**config.mk**
```make
export PLATFORM = sky130hd
export DESIGN_NAME = tagged_alu_pipe
export DESIGN_NICKNAME = d
export VERILOG_FILES = /design/src/rtl/alu_pkg.sv /design/src/rtl/alu_seq_mul.sv /design/src/rtl/tagged_alu_pipe.sv
export SDC_FILE = /design/constraint.sdc
export NUM_CORES = 1
export LEC_CHECK = 0
export CAP_MARGIN = 20
export CORE_UTILIZATION = 51
export CTS_CLUSTER_DIAMETER = 40
export DETAILED_ROUTE_END_ITERATION = 10
export PLACE_DENSITY_LB_ADDON = 0.08
export RECOVER_POWER = 100
export SYNTH_ARGS = -nofsm -noshare
export SYNTH_HDL_FRONTEND = slang
export SYNTH_SLANG_ARGS = --single-unit
```
**constraint.sdc**
```tcl
create_clock -name clk -period 5.2 [get_ports clk]
set_clock_uncertainty 0.2 [all_clocks]
set_input_delay 0.52 -clock clk [delete_from_list [all_inputs] [get_ports clk]]
set_output_delay 0.52 -clock clk [all_outputs]
set_load 0.1 [all_outputs]
```
**src/rtl/alu_pkg.sv**
```systemverilog
// Shared opcode, flag and state types for tagged_alu_pipe and its multiplier.
package alu_pkg;

    localparam int FLAGS_W = 5;

    typedef enum logic [2:0] {
        OP_ADD = 3'd0,
        OP_SUB = 3'd1,
        OP_AND = 3'd2,
        OP_OR  = 3'd3,
        OP_XOR = 3'd4,
        OP_SLL = 3'd5,
        OP_SRL = 3'd6,
        OP_MUL = 3'd7
    } op_e;

    typedef struct packed {
        logic err;
        logic c;
        logic v;
        logic n;
        logic z;
    } flags_t;

    typedef enum logic [0:0] {
        S_IDLE = 1'b0,
        S_MUL  = 1'b1
    } state_e;

endpackage

```
**src/rtl/alu_seq_mul.sv**
```systemverilog
// Radix-2 shift-add multiplier returning the low WIDTH bits of a*b.
// done pulses WIDTH cycles after start; the last partial product is folded in combinationally.
module alu_seq_mul #(
    parameter int WIDTH = 32
) (
    input  logic             clk,
    input  logic             reset,
    input  logic             start,
    input  logic [WIDTH-1:0] a,
    input  logic [WIDTH-1:0] b,
    output logic             done,
    output logic [WIDTH-1:0] product
);

    localparam int CNT_W = $clog2(WIDTH);
    localparam logic [CNT_W-1:0] LAST = CNT_W'(WIDTH - 1);

    logic             busy_q, busy_d;
    logic [CNT_W-1:0] cnt_q, cnt_d;
    logic [WIDTH-1:0] mcand_q, mcand_d;
    logic [WIDTH-1:0] mplier_q, mplier_d;
    logic [WIDTH-1:0] acc_q, acc_d;

    // Adding the final bit here lets done land on the WIDTH-th cycle, not one later.
    assign product = acc_q + (mplier_q[0] ? mcand_q : '0);
    assign done    = busy_q && (cnt_q == LAST);

    always_comb begin
        busy_d   = busy_q;
        cnt_d    = cnt_q;
        mcand_d  = mcand_q;
        mplier_d = mplier_q;
        acc_d    = acc_q;
        if (start) begin
            busy_d   = 1'b1;
            cnt_d    = '0;
            mcand_d  = a;
            mplier_d = b;
            acc_d    = '0;
        end else if (done) begin
            busy_d = 1'b0;
        end else if (busy_q) begin
            acc_d    = product;
            mcand_d  = mcand_q << 1;
            mplier_d = mplier_q >> 1;
            cnt_d    = cnt_q + CNT_W'(1);
        end
    end

    always_ff @(posedge clk) begin
        if (!reset) begin
            busy_q   <= 1'b0;
            cnt_q    <= '0;
            mcand_q  <= '0;
            mplier_q <= '0;
            acc_q    <= '0;
        end else begin
            busy_q   <= busy_d;
            cnt_q    <= cnt_d;
            mcand_q  <= mcand_d;
            mplier_q <= mplier_d;
            acc_q    <= acc_d;
        end
    end

endmodule

```
**src/rtl/tagged_alu_pipe.sv**
```systemverilog
// Tagged ALU with valid/ready request and response channels and an in-order result FIFO.
// Define ALU_MUL_EN to build the iterative multiplier for opcode 7; otherwise opcode 7 reports err.
module tagged_alu_pipe
    import alu_pkg::*;
#(
    parameter int WIDTH = 32,
    parameter int TAG_W = 4,
    parameter int DEPTH = 4
) (
    input  logic               clk,
    input  logic               reset,
    input  logic               req_valid,
    output logic               req_ready,
    input  logic [WIDTH-1:0]   op_a,
    input  logic [WIDTH-1:0]   op_b,
    input  logic [2:0]         opcode,
    input  logic [TAG_W-1:0]   req_tag,
    output logic               rsp_valid,
    input  logic               rsp_ready,
    output logic [WIDTH-1:0]   rsp_result,
    output logic [TAG_W-1:0]   rsp_tag,
    output logic [FLAGS_W-1:0] rsp_flags,
    output logic               busy
);

    localparam int SHW   = $clog2(WIDTH);
    localparam int PTR_W = $clog2(DEPTH);
    localparam logic [PTR_W:0] DEPTH_C = (PTR_W + 1)'(DEPTH);

    typedef struct packed {
        logic [WIDTH-1:0] result;
        logic [TAG_W-1:0] tag;
        flags_t           flags;
    } rsp_t;

    state_e           state_q, state_d;
    logic [PTR_W-1:0] wr_ptr_q, wr_ptr_d;
    logic [PTR_W-1:0] rd_ptr_q, rd_ptr_d;
    logic [PTR_W:0]   count_q, count_d;
    rsp_t             fifo_q [DEPTH];

    rsp_t             alu_rsp, push_data, head;
    logic             accept, push, pop, has_data;
    logic [WIDTH:0]   sum;

    assign has_data = (count_q != '0);
    assign accept   = req_valid && req_ready;
    assign pop      = has_data && rsp_ready;

    always_comb begin
        sum         = '0;
        alu_rsp     = '0;
        alu_rsp.tag = req_tag;
        case (op_e'(opcode))
            OP_ADD: begin
                sum              = {1'b0, op_a} + {1'b0, op_b};
                alu_rsp.result   = sum[WIDTH-1:0];
                alu_rsp.flags.c  = sum[WIDTH];
                alu_rsp.flags.v  = (op_a[WIDTH-1] == op_b[WIDTH-1]) && (sum[WIDTH-1] != op_a[WIDTH-1]);
            end
            OP_SUB: begin
                sum              = {1'b0, op_a} + {1'b0, ~op_b} + (WIDTH + 1)'(1);
                alu_rsp.result   = sum[WIDTH-1:0];
                alu_rsp.flags.c  = sum[WIDTH];
                alu_rsp.flags.v  = (op_a[WIDTH-1] != op_b[WIDTH-1]) && (sum[WIDTH-1] != op_a[WIDTH-1]);
            end
            OP_AND: alu_rsp.result = op_a & op_b;
            OP_OR:  alu_rsp.result = op_a | op_b;
            OP_XOR: alu_rsp.result = op_a ^ op_b;
            OP_SLL: alu_rsp.result = op_a << op_b[SHW-1:0];
            OP_SRL: alu_rsp.result = op_a >> op_b[SHW-1:0];
            OP_MUL: begin
`ifdef ALU_MUL_EN
                alu_rsp.result = '0;
`else
                alu_rsp.flags.err = 1'b1;
`endif
            end
            default: alu_rsp.result = '0;
        endcase
        alu_rsp.flags.z = (alu_rsp.result == '0);
        alu_rsp.flags.n = alu_rsp.result[WIDTH-1];
    end

`ifdef ALU_MUL_EN
    logic             mul_start, mul_done;
    logic [WIDTH-1:0] mul_product;
    logic [TAG_W-1:0] mul_tag_q;
    rsp_t             mul_rsp;

    assign mul_start = accept && (op_e'(opcode) == OP_MUL);

    alu_seq_mul #(
        .WIDTH(WIDTH)
    ) u_mul (
        .clk     (clk),
        .reset   (reset),
        .start   (mul_start),
        .a       (op_a),
        .b       (op_b),
        .done    (mul_done),
        .product (mul_product)
    );

    always_comb begin
        mul_rsp         = '0;
        mul_rsp.result  = mul_product;
        mul_rsp.tag     = mul_tag_q;
        mul_rsp.flags.z = (mul_product == '0);
        mul_rsp.flags.n = mul_product[WIDTH-1];
    end

    always_ff @(posedge clk) begin
        if (!reset) begin
            mul_tag_q <= '0;
        end else if (mul_start) begin
            mul_tag_q <= req_tag;
        end
    end
`endif

    always_comb begin
        state_d   = state_q;
        push      = 1'b0;
        push_data = alu_rsp;
        case (state_q)
            S_IDLE: begin
                if (accept) begin
`ifdef ALU_MUL_EN
                    if (op_e'(opcode) == OP_MUL) begin
                        state_d = S_MUL;
                    end else begin
                        push = 1'b1;
                    end
`else
                    push = 1'b1;
`endif
                end
            end
`ifdef ALU_MUL_EN
            // Room is guaranteed: the accept needed a free slot and nothing else pushes meanwhile.
            S_MUL: begin
                if (mul_done) begin
                    push      = 1'b1;
                    push_data = mul_rsp;
                    state_d   = S_IDLE;
                end
            end
`endif
            default: state_d = S_IDLE;
        endcase
    end

    always_comb begin
        wr_ptr_d = push ? wr_ptr_q + PTR_W'(1) : wr_ptr_q;
        rd_ptr_d = pop  ? rd_ptr_q + PTR_W'(1) : rd_ptr_q;
        case ({push, pop})
            2'b10:   count_d = count_q + (PTR_W + 1)'(1);
            2'b01:   count_d = count_q - (PTR_W + 1)'(1);
            default: count_d = count_q;
        endcase
    end

    always_ff @(posedge clk) begin
        if (!reset) begin
            state_q  <= S_IDLE;
            wr_ptr_q <= '0;
            rd_ptr_q <= '0;
            count_q  <= '0;
        end else begin
            state_q  <= state_d;
            wr_ptr_q <= wr_ptr_d;
            rd_ptr_q <= rd_ptr_d;
            count_q  <= count_d;
        end
    end

    always_ff @(posedge clk) begin
        if (push) begin
            fifo_q[wr_ptr_q] <= push_data;
        end
    end

    assign head       = fifo_q[rd_ptr_q];
    assign rsp_valid  = reset && has_data;
    assign rsp_result = rsp_valid ? head.result : '0;
    assign rsp_tag    = rsp_valid ? head.tag    : '0;
    assign rsp_flags  = rsp_valid ? head.flags  : '0;
    assign req_ready  = reset && (state_q == S_IDLE) && (count_q < DEPTH_C);
    assign busy       = reset && ((state_q != S_IDLE) || has_data);

endmodule

```
==> images/met1.png <==
The bar under the picture is 50 µm long. Cells faint in the background.
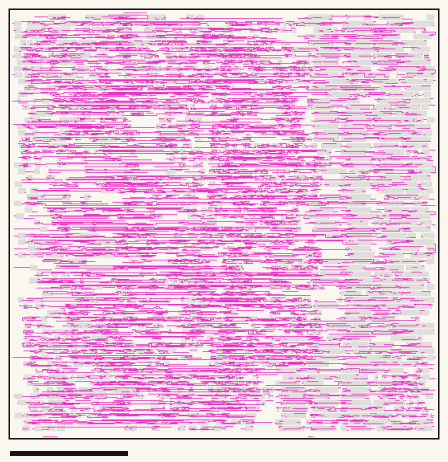
The longest straight run is 63.9 µm. 1877 nets have wire on it. The wires run mostly horizontal. The layer holds 41% of the routed length. The layer carries 25.9 mm of wire.

==> images/met2.png <==
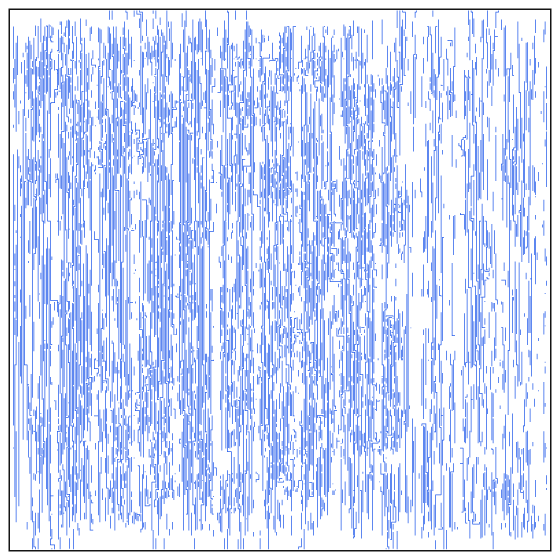
The wires run mostly vertical. The layer carries 29.3 mm of wire. The longest straight run is 111 µm. The layer holds 46% of the routed length.
WL final: 64000 µm
met2 Usage GRT: 0.6109

==> summary.txt <==
flow finished, numbers: outcome complete, but fails checks, failing checks capacitance limit, slew limit, P_clk 1.18 mW, Top Family by Delay on Critical Path AND-OR/OR-AND gates, I/O pins about 120, combinational fraction of design power 0.484, hold crit path type register to register, worst r2r path cells 2, H-tree depth 4, Peak VDD IR 0.2711 mV, CTS tree yes, R2R Setup Slk roughly 2.4 ns, pin count of the biggest net entering global routing approximately 69, clk_lat worst skew about 0.42 ns, total vias in the final route roughly 16000, leakage power about 7.4 nW, die width 181.2 µm, Cell Pwr Density around 300 nW/µm², final slew viol count between 150 and 200, DP Cell Count ~2300, Area leader share 0.2933, class of the most critical setup path input port to register, hold_sp wr_ptr_q[1], maxcap violations 4, NetSw between 2 and 2.5 mW, DP HPWL 49060 µm, CP Data Required Time 5.24 ns, hold_ws around 0.32 ns, DRC viols 0, area leader, netlist edfxtp_1, final setup fails 0, GP Congestion just over 1, Seq cells post-synth roughly 170, ys cells around 1700, hold path depth 2, Tcrit/Tclk final 0.9007, xor/xnor share of the synthesized area 0.01069, Critical Path Fanout Max 11, crit end category register
## final cells by class
cell class | instances | area, µm² | share of cell area
inverters | 108 | 405.4 | 0.02133
clock inverters | 10 | 105.1 | 0.005531
clock buffers | 20 | 436.7 | 0.02298
flip-flops and latches | 169 | 4986 | 0.2624
repair buffers | 247 | 2126 | 0.1119
multi-input cells | 1330 | 10440 | 0.5494
well taps | 402 | 503.0 | 0.02647
## routing by layer
| layer | track usage | part of all wire | vias up |
|---|---|---|---|
| met5 | 0 | 0 | - |
| met4 | 0.1732 | 0.047 | 0 |
| met3 | 0.05422 | 0.090 | 148 |
| met2 | 0.6109 | 0.46 | 955 |
| met1 | 0.5331 | 0.41 | 7508 |
| li1 | - | - | 6891 |
Power figures rest on the tool's default switching activity, not on a simulated workload.
